**src/rtl/mem_access_stage_pkg.sv**
```systemverilog
// Shared widths, FSM encoding and side-band payload for the MEM pipeline stage.
`ifndef WORD_LEN
`define WORD_LEN 32
`endif

package mem_access_stage_pkg;

  localparam int unsigned DATA_W = `WORD_LEN;
  localparam int unsigned REG_AW = 5;

  typedef enum logic {
    ST_IDLE = 1'b0,
    ST_BUSY = 1'b1
  } state_e;

  // Fields carried alongside a memory op until it retires into MEM/WB.
  typedef struct packed {
    logic              mem_rd_en;
    logic              wb_en;
    logic [REG_AW-1:0] dest_reg;
    logic [DATA_W-1:0] alu_result;
  } side_t;

endpackage

```
**src/rtl/mem_access_stage_wb_reg.sv**
```systemverilog
// MEM/WB output register bank: loads on retire, qualifies wb_en with the valid pulse.
module mem_wb_reg
  import mem_access_stage_pkg::*;
(
  input  logic              clk,
  input  logic              rst_n,
  input  logic              load,
  input  logic              load_data,
  input  side_t             side,
  input  logic [DATA_W-1:0] rdata,
  output logic              valid,
  output logic              mem_rd_en,
  output logic [DATA_W-1:0] mem_data,
  output logic [DATA_W-1:0] alu_result,
  output logic              wb_en,
  output logic [REG_AW-1:0] dest_reg
);

  // Payload fields hold between retires; valid and wb_en are single-cycle pulses.
  always_ff @(posedge clk or negedge rst_n) begin
    if (!rst_n) begin
      valid      <= 1'b0;
      wb_en      <= 1'b0;
      mem_rd_en  <= 1'b0;
      mem_data   <= '0;
      alu_result <= '0;
      dest_reg   <= '0;
    end else begin
      valid <= load;
      wb_en <= load & side.wb_en;
      if (load) begin
        mem_rd_en  <= side.mem_rd_en;
        alu_result <= side.alu_result;
        dest_reg   <= side.dest_reg;
        if (load_data) begin
          mem_data <= rdata;
        end
      end
    end
  end

endmodule

```
**src/rtl/mem_access_stage.sv**
```systemverilog
// MIPS MEM stage: data-memory req/ack handshake, upstream stall and MEM/WB registers.
// Optional alignment check (o_misalign port) enabled by defining MEM_ALIGN_CHK_EN.
module mem_access_stage
  import mem_access_stage_pkg::*;
(
  input  logic              i_clk,
  input  logic              i_rst_n,
  input  logic              i_valid,
  input  logic              i_mem_rd_en,
  input  logic              i_mem_wr_en,
  input  logic              i_wb_en,
  input  logic [REG_AW-1:0] i_dest_reg,
  input  logic [DATA_W-1:0] i_alu_result,
  input  logic [DATA_W-1:0] i_store_data,
  output logic              o_stall,
  output logic              o_dm_req,
  output logic              o_dm_we,
  output logic [DATA_W-1:0] o_dm_addr,
  output logic [DATA_W-1:0] o_dm_wdata,
  input  logic              i_dm_ack,
  input  logic [DATA_W-1:0] i_dm_rdata,
  output logic              o_valid,
  output logic              o_mem_rd_en,
  output logic [DATA_W-1:0] o_mem_data,
  output logic [DATA_W-1:0] o_alu_result,
  output logic              o_wb_en,
  output logic [REG_AW-1:0] o_dest_reg
`ifdef MEM_ALIGN_CHK_EN
  ,
  output logic              o_misalign
`endif
);

  state_e state_q;
  state_e state_d;
  logic   is_mem;
  logic   misalign;
  logic   issue;
  logic   pass;
  logic   done;
  logic   wb_load;
  logic   wb_data_load;
  side_t  side_in;
  side_t  side_q;
  side_t  wb_side;

  // State register.
  always_ff @(posedge i_clk or negedge i_rst_n) begin
    if (!i_rst_n) begin
      state_q <= ST_IDLE;
    end else begin
      state_q <= state_d;
    end
  end

  // Next-state logic; no timeout while waiting for ack.
  always_comb begin
    state_d = state_q;
    case (state_q)
      ST_IDLE: if (issue)    state_d = ST_BUSY;
      ST_BUSY: if (i_dm_ack) state_d = ST_IDLE;
      default: state_d = ST_IDLE;
    endcase
  end

  // Decode: issue goes to memory, pass retires next cycle, done retires on ack.
  always_comb begin
    is_mem   = i_mem_rd_en | i_mem_wr_en;
    misalign = 1'b0;
`ifdef MEM_ALIGN_CHK_EN
    misalign = is_mem & (i_alu_result[1:0] != 2'b00);
`endif
    issue = 1'b0;
    pass  = 1'b0;
    done  = 1'b0;
    case (state_q)
      ST_IDLE: begin
        issue = i_valid & is_mem & ~misalign;
        pass  = i_valid & ~(is_mem & ~misalign);
      end
      ST_BUSY: done = i_dm_ack;
      default: ;
    endcase
    side_in.mem_rd_en  = i_mem_rd_en;
    side_in.wb_en      = i_wb_en & ~misalign;
    side_in.dest_reg   = i_dest_reg;
    side_in.alu_result = i_alu_result;
    wb_load      = pass | done;
    wb_data_load = done & side_q.mem_rd_en;
    wb_side      = done ? side_q : side_in;
  end

  assign o_stall = (state_q != ST_IDLE);

  // Data-memory request registers plus side-band latched at issue.
  always_ff @(posedge i_clk or negedge i_rst_n) begin
    if (!i_rst_n) begin
      o_dm_req   <= 1'b0;
      o_dm_we    <= 1'b0;
      o_dm_addr  <= '0;
      o_dm_wdata <= '0;
      side_q     <= '0;
    end else if (issue) begin
      o_dm_req   <= 1'b1;
      o_dm_we    <= i_mem_wr_en & ~i_mem_rd_en;
      o_dm_addr  <= i_alu_result;
      o_dm_wdata <= i_store_data;
      side_q     <= side_in;
    end else if (done) begin
      o_dm_req <= 1'b0;
      o_dm_we  <= 1'b0;
    end
  end

`ifdef MEM_ALIGN_CHK_EN
  always_ff @(posedge i_clk or negedge i_rst_n) begin
    if (!i_rst_n) begin
      o_misalign <= 1'b0;
    end else begin
      o_misalign <= pass & misalign;
    end
  end
`endif

  mem_wb_reg u_mem_wb_reg (
    .clk        (i_clk),
    .rst_n      (i_rst_n),
    .load       (wb_load),
    .load_data  (wb_data_load),
    .side       (wb_side),
    .rdata      (i_dm_rdata),
    .valid      (o_valid),
    .mem_rd_en  (o_mem_rd_en),
    .mem_data   (o_mem_data),
    .alu_result (o_alu_result),
    .wb_en      (o_wb_en),
    .dest_reg   (o_dest_reg)
  );

endmodule

```
**config.mk**
```make
export PLATFORM = sky130hd
export DESIGN_NAME = mem_access_stage
export DESIGN_NICKNAME = d
export VERILOG_FILES = /design/src/rtl/mem_access_stage_pkg.sv /design/src/rtl/mem_access_stage_wb_reg.sv /design/src/rtl/mem_access_stage.sv
export SDC_FILE = /design/constraint.sdc
export NUM_CORES = 1
export LEC_CHECK = 0
export CAP_MARGIN = 20
export CELL_PAD_IN_SITES_DETAIL_PLACEMENT = 0
export CELL_PAD_IN_SITES_GLOBAL_PLACEMENT = 1
export CORE_MARGIN = 3
export CORE_UTILIZATION = 45
export DETAILED_ROUTE_END_ITERATION = 12
export DONT_BUFFER_PORTS = 1
export PLACE_DENSITY_LB_ADDON = 0.1
export SKIP_CTS_REPAIR_TIMING = 1
export SLEW_MARGIN = 20
export SYNTH_ARGS = -nofsm -noshare
export SYNTH_HDL_FRONTEND = slang
export SYNTH_SLANG_ARGS = --single-unit
```
**constraint.sdc**
```tcl
create_clock -name i_clk -period 1.48 [get_ports i_clk]
set_input_delay 0.222 -clock i_clk [delete_from_list [all_inputs] [get_ports i_clk]]
set_output_delay 0.222 -clock i_clk [all_outputs]
set_load 0.01 [all_outputs]
```
==> results_slide.txt, run 1 <==
Synthesis and Place & Route Summary

Global routing
  – All-Layer GR Usage: 16.5%
  – Antenna violations before repair: 0
  – Largest net degree at the start of global routing: 147
  – First-pass GRT wire length: 18400 µm
  – Vias in the first global route: 3304
  – GR peak layer: met2
  – GRT overflow: 0

Final timing
  – Final Max Slew Viols: 0
  – Final Hold Viols: 146
  – Fin Hold WS: -0.496 ns
  – Normalized max-slew margin: 75.3%
  – Setup tns final: -1.88 ns
  – Setup Viol. Count Final: 97
  – Clk_skew: 0.00577 ns
  – Worst slew pin tran: 0.369 ns
  – Crit path time final: 1.52 ns
  – RSZ-0062 raised after global routing: yes
  – Peak Freq: 659 MHz
  – PnR worst setup slack: -0.0370 ns

Worst setup path
  – Cell breakdown of the critical path: nor2b_2 -> nor2b_4 -> buf_4 -> clkbuf_16 -> mux2_2
  – RR Startpoint: o_stall
  – CP max FO: 8
  – Slowest-stage cell, CP: dfrtp_2
  – Critical R2R Capture: side_q[31]
  – Crit path largest cell delay: 0.43 ns
  – Setup CP Type: register to register
  – Bufs and invs on worst path: 2
  – Req. time, crit path: 1.77 ns
  – Critical Path End Type: register
  – R2R cell count: 5
  – Crit start category: register
  – CP arrival: 1.81 ns
  – Critical Path Sink: side_q[31]
  – CP startpoint: o_stall
  – Worst path depth: 5
  – Register-to-Register Setup Slack: -0.04 ns
  – Top delay family on crit path: flip-flops

Power
  – PD cells: 1680 nW/µm²
  – Switch share: 28.3%
  – Clock Power: 0.00468 W
  – Top pwr grp: registers
  – Combinational Power Share: 14.1%
  – Combinational power: 0.00190 W
  – Tot Pwr: 0.0134 W
  – Seq pwr share: 51.0%
  – Sequential power: 0.00685 W
  – Worst VDD drop: 0.000931 V
  – Clock share of power: 34.8%
  – Net switching power: 0.00380 W

Cells and area
  – Fin area: 7990 µm²
  – Area growth syn-to-layout: 30.8%
  – Seq/total area: 45.7%
  – Non-clk invs: 2
  – Final Core Density: 61.8%
  – Comb/total area: 26.6%
  – CLK BUF: 24
  – Largest Register: side_q
  – Comb gates: 194
  – Register Area: 3650 µm²
  – Final cell count without fillers: 669
  – Buffer share of cell area: 16.6%
  – Top cells excl fill/tap: dfrtp_1 (145), mux2_1 (108), dlygate4sd3_1 (105)
  – Most numerous logic cell after layout: dfrtp_1
  – Top class by area: registers
  – Non-clk bufs: 123
  – Layout cell share with drive strength beyond 1: 25.2%
  – Clock buf/inv share: 8.23%
  – Max FFs per register: 39
  – MI comb area: 2130 µm²

Detailed routing
  – Antenna Nets Post-Route: 0
  – Metal3 WL: 1460 µm
  – Remaining DRCs: 0
  – DRT iter0 DRCs: 131
  – Wl on met1: 5300 µm
  – DR top layer: met4
  – Metal2 WL: 6730 µm
  – DR WL/cell: 20.4 µm
  – First-pass DRT Iterations: 4
  – Via density: 5.12

Run
  – Tool warning count: 31
  – Max_cap viols: 0

Floorplanning
  – # IOs: 247
  – Tapcell count: 172
  – Row Count: 41
  – Die H: 123 µm
  – Die X: 123 µm
  – Chip Area: 15000 µm²
  – Core area: 12900 µm²
  – Init Core Util: 47.3%

Logic synthesis
  – Mean area per synthesized cell: 15.5 µm²
  – Top non-seq family: multiplexers
  – Post-Syn Area: 6110 µm²
  – Complex Gates by Area: 1.04%
  – Yosys stat cell total: 393
  – Xor/xnor share: 0%
  – Top cells by area, synth: dfrtp_1 (60%), mux2_1 (21%), mux2_2 (12%)
  – Post-synth EDFFs: 0
  – Post-synth seq share: 59.8%
  – Yosys warnings: 0
  – Post-synth top area cell: dfrtp_1
  – Post-synthesis cell count: 393
  – Async SR Flop Fraction: 100%
  – Syn nets: 501
  – Yosys synthesis chip area: 6110 µm²
  – Top cells by count: dfrtp_1 (146), mux2_1 (112), mux2_2 (64), buf_4 (40), buf_2 (10)
  – Seq cells post-synth: 146
  – Mux cell area share after synthesis: 32.4%
  – Netlist cell types: 16

CTS
  – Num CTS Buffers: 17
  – CTS clk-pin slew, worst paths: 0.06 ns
  – Clk_lat worst skew: 0.41 ns
  – TritonCTS Sinks: 146
  – CTS tree: built
  – Root Buffer: clkbuf_16
  – Deepest clock path buffer count: 2

Place
  – IO Port Bufs: 0
  – DP Cell Count: 526
  – Area post-placement: 6180 µm²
  – Placement Setup Slack: -0.0518 ns
  – Post-DP HPWL: 8530 µm
  – GP Congestion: 0.693

Run status
  – Violated checks: negative hold slack, negative setup slack
  – Status: complete, but fails checks

Worst hold path
  – Hold WC Path Type: input port to asynchronous set/reset pin
### Met1 routing, run 1

Scale bar: 20 µm.
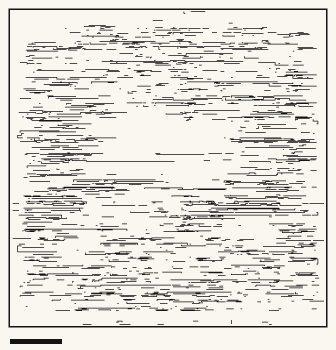
main direction = horizontal
share of all routed wire = 39%
wire length on this layer = 5300 µm
longest straight run = 35.0 µm
nets with wire on the layer = 540
WL final: 13700 µm
GR Layer Usage met1: 17.8%
Vias: 3424

### Met2 routing, run 1

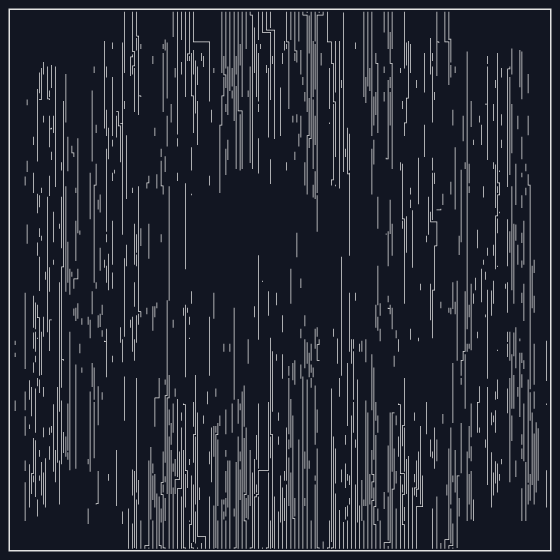
nets with wire on the layer = 534
main direction = vertical
met2 Resource Use GR: 26.3%

### The metal 3 layer, run 1

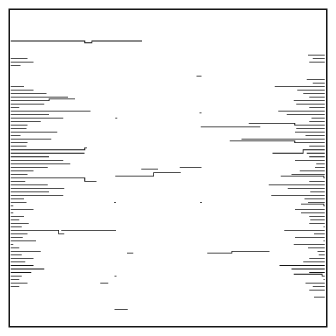
longest straight run = 32.0 µm
nets with wire on the layer = 130
main direction = horizontal
wire length on this layer = 1460 µm
met3 Use GR: 9.68%

### Routing congestion, run 1

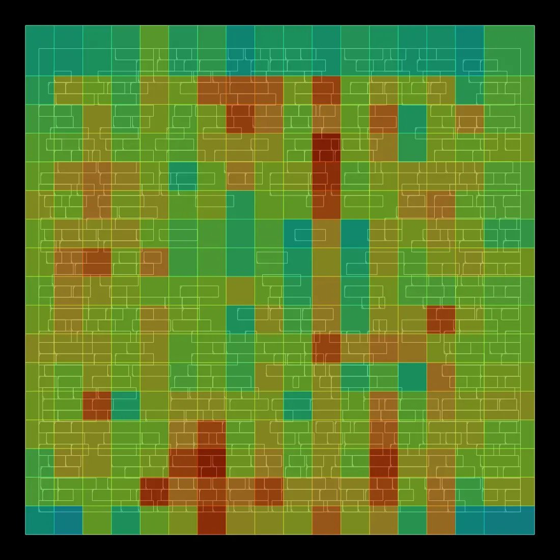

--- run 2 (diff from run 1) ---
==> constraint.sdc (replaced) <==
create_clock -name i_clk -period 1.48 [get_ports i_clk]
set_input_delay 0.296 -clock i_clk [delete_from_list [all_inputs] [get_ports i_clk]]
set_output_delay 0.296 -clock i_clk [all_outputs]
set_load 0.01 [all_outputs]
### Routing congestion, run 2

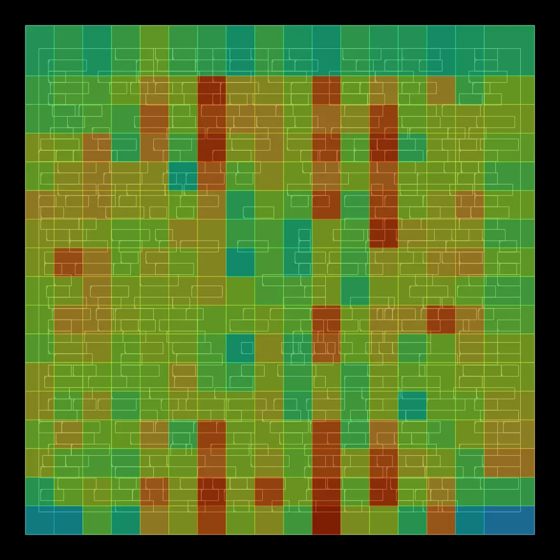
All-Layer GR Usage: 16.4%
GR peak layer: met2
Final Core Density: 58.3%
met3 Use GR: 9.26%
met2 Resource Use GR: 25.9%

==> results_slide.txt, run 2 <==
Synthesis and Place & Route Summary

Run status
  – Status: complete, but fails checks
  – Violated checks: negative hold slack, negative setup slack

Logic synthesis
  – Complex Gates by Area: 1.04%
  – Top cells by area, synth: dfrtp_1 (60%), mux2_1 (21%), mux2_2 (12%)
  – Netlist cell types: 16
  – Yosys stat cell total: 393
  – Post-synth seq share: 59.8%
  – Yosys synthesis chip area: 6110 µm²
  – Post-synthesis cell count: 393
  – Post-synth EDFFs: 0
  – Post-Syn Area: 6110 µm²
  – Post-synth top area cell: dfrtp_1
  – Dominant flop cell: dfrtp_1
  – Async SR Flop Fraction: 100%
  – Seq cells post-synth: 146
  – Top cells by count: dfrtp_1 (146), mux2_1 (112), mux2_2 (64), buf_4 (40), buf_2 (10)
  – Yosys warnings: 0
  – Syn nets: 501
  – Mux cell area share after synthesis: 32.4%
  – Top non-seq family: multiplexers
  – Xor/xnor share: 0%
  – Mean area per synthesized cell: 15.5 µm²

Floorplanning
  – Tapcell count: 172
  – Init Core Util: 47.3%
  – Row Count: 41
  – Die H: 123 µm
  – Chip Area: 15000 µm²
  – Core area: 12900 µm²
  – # IOs: 247
  – Die X: 123 µm

Cells and area
  – Most numerous logic cell after layout: dfrtp_1
  – Non-clk invs: 2
  – Non-clk bufs: 43
  – Seq/total area: 48.5%
  – Comb/total area: 31.3%
  – Area growth syn-to-layout: 23.4%
  – Register Area: 3650 µm²
  – Top class by area: registers
  – Largest Register: side_q
  – Max FFs per register: 39
  – Buffer share of cell area: 8.81%
  – Diodes inserted: 0
  – MI comb area: 2360 µm²
  – Comb gates: 194
  – Top cells excl fill/tap: dfrtp_1 (145), mux2_4 (64), mux2_2 (62)
  – Final cell count without fillers: 589
  – Clock buf/inv share: 8.50%
  – Fin area: 7540 µm²
  – Layout cell share with drive strength beyond 1: 46.3%
  – CLK BUF: 24

Worst setup path
  – CP max FO: 8
  – Crit path largest cell delay: 0.44 ns
  – Register-to-Register Setup Slack: -0.09 ns
  – Req. time, crit path: 1.77 ns
  – Critical R2R Capture: side_q[28]
  – Bufs and invs on worst path: 2
  – Most used cell, CP: nor2b_4
  – RR Startpoint: o_stall
  – R2R cell count: 5
  – Slowest-stage cell, CP: dfrtp_2
  – CP startpoint: o_stall
  – CP arrival: 1.86 ns
  – Worst path depth: 5
  – Cell breakdown of the critical path: nor2b_4 -> nor2b_4 -> buf_12 -> clkbuf_16 -> mux2_4
  – Setup CP Type: register to register
  – Critical Path Sink: side_q[28]
  – Top delay family on crit path: flip-flops
  – Critical Path End Type: register
  – Crit start category: register

Global routing
  – First-pass GRT wire length: 18300 µm
  – Vias in the first global route: 3239
  – GRT overflow: 0
  – Largest net degree at the start of global routing: 147
  – Antenna violations before repair: 0
  – GR Layer Usage met1: 18.0%

Power
  – Net switching power: 0.00389 W
  – Top pwr grp: registers
  – Clock Power: 0.00456 W
  – Sequential power: 0.00689 W
  – Clock share of power: 33.3%
  – LEAKAGE: 3.36 nW
  – Switch share: 28.3%
  – Combinational power: 0.00226 W
  – PD cells: 1820 nW/µm²
  – Seq pwr share: 50.2%
  – Combinational Power Share: 16.5%
  – Worst VDD drop: 0.000910 V
  – Tot Pwr: 0.0137 W

Run
  – Tool warning count: 31
  – Max_cap viols: 0

Place
  – GP Congestion: 0.709
  – IO Port Bufs: 0
  – Post-DP HPWL: 8570 µm
  – Area post-placement: 6180 µm²
  – DP Cell Count: 526
  – Placement Setup Slack: -0.0496 ns

Final timing
  – Fin Hold WS: -0.425 ns
  – Setup Viol. Count Final: 100
  – Worst slew pin tran: 0.408 ns
  – Normalized max-slew margin: 72.7%
  – Peak Freq: 638 MHz
  – Final Max Slew Viols: 0
  – PnR worst setup slack: -0.0876 ns
  – Setup tns final: -4.57 ns
  – Clk_skew: 0.00518 ns
  – RSZ-0062 raised after global routing: yes
  – Final Hold Viols: 146
  – Fin crit share: 106%
  – Crit path time final: 1.57 ns

CTS
  – Num CTS Buffers: 17
  – CTS tree: built
  – Root Buffer: clkbuf_16
  – TritonCTS Sinks: 146
  – Clk_lat worst skew: 0.41 ns
  – CTS clk-pin slew, worst paths: 0.06 ns
  – Deepest clock path buffer count: 2

Detailed routing
  – DR WL/cell: 24.7 µm
  – Metal3 WL: 1690 µm
  – DRT iter0 DRCs: 121
  – Via density: 5.45
  – Remaining DRCs: 0
  – WL final: 14600 µm
  – DR top layer: met4
  – First-pass DRT Iterations: 4
  – Vias: 3212
  – Metal2 WL: 7220 µm
  – Wl on met1: 5420 µm
  – Antenna Nets Post-Route: 0

Worst hold path
  – Hold WC Path Type: input port to asynchronous set/reset pin
Power figures rest on the tool's default switching activity, not on a simulated workload.
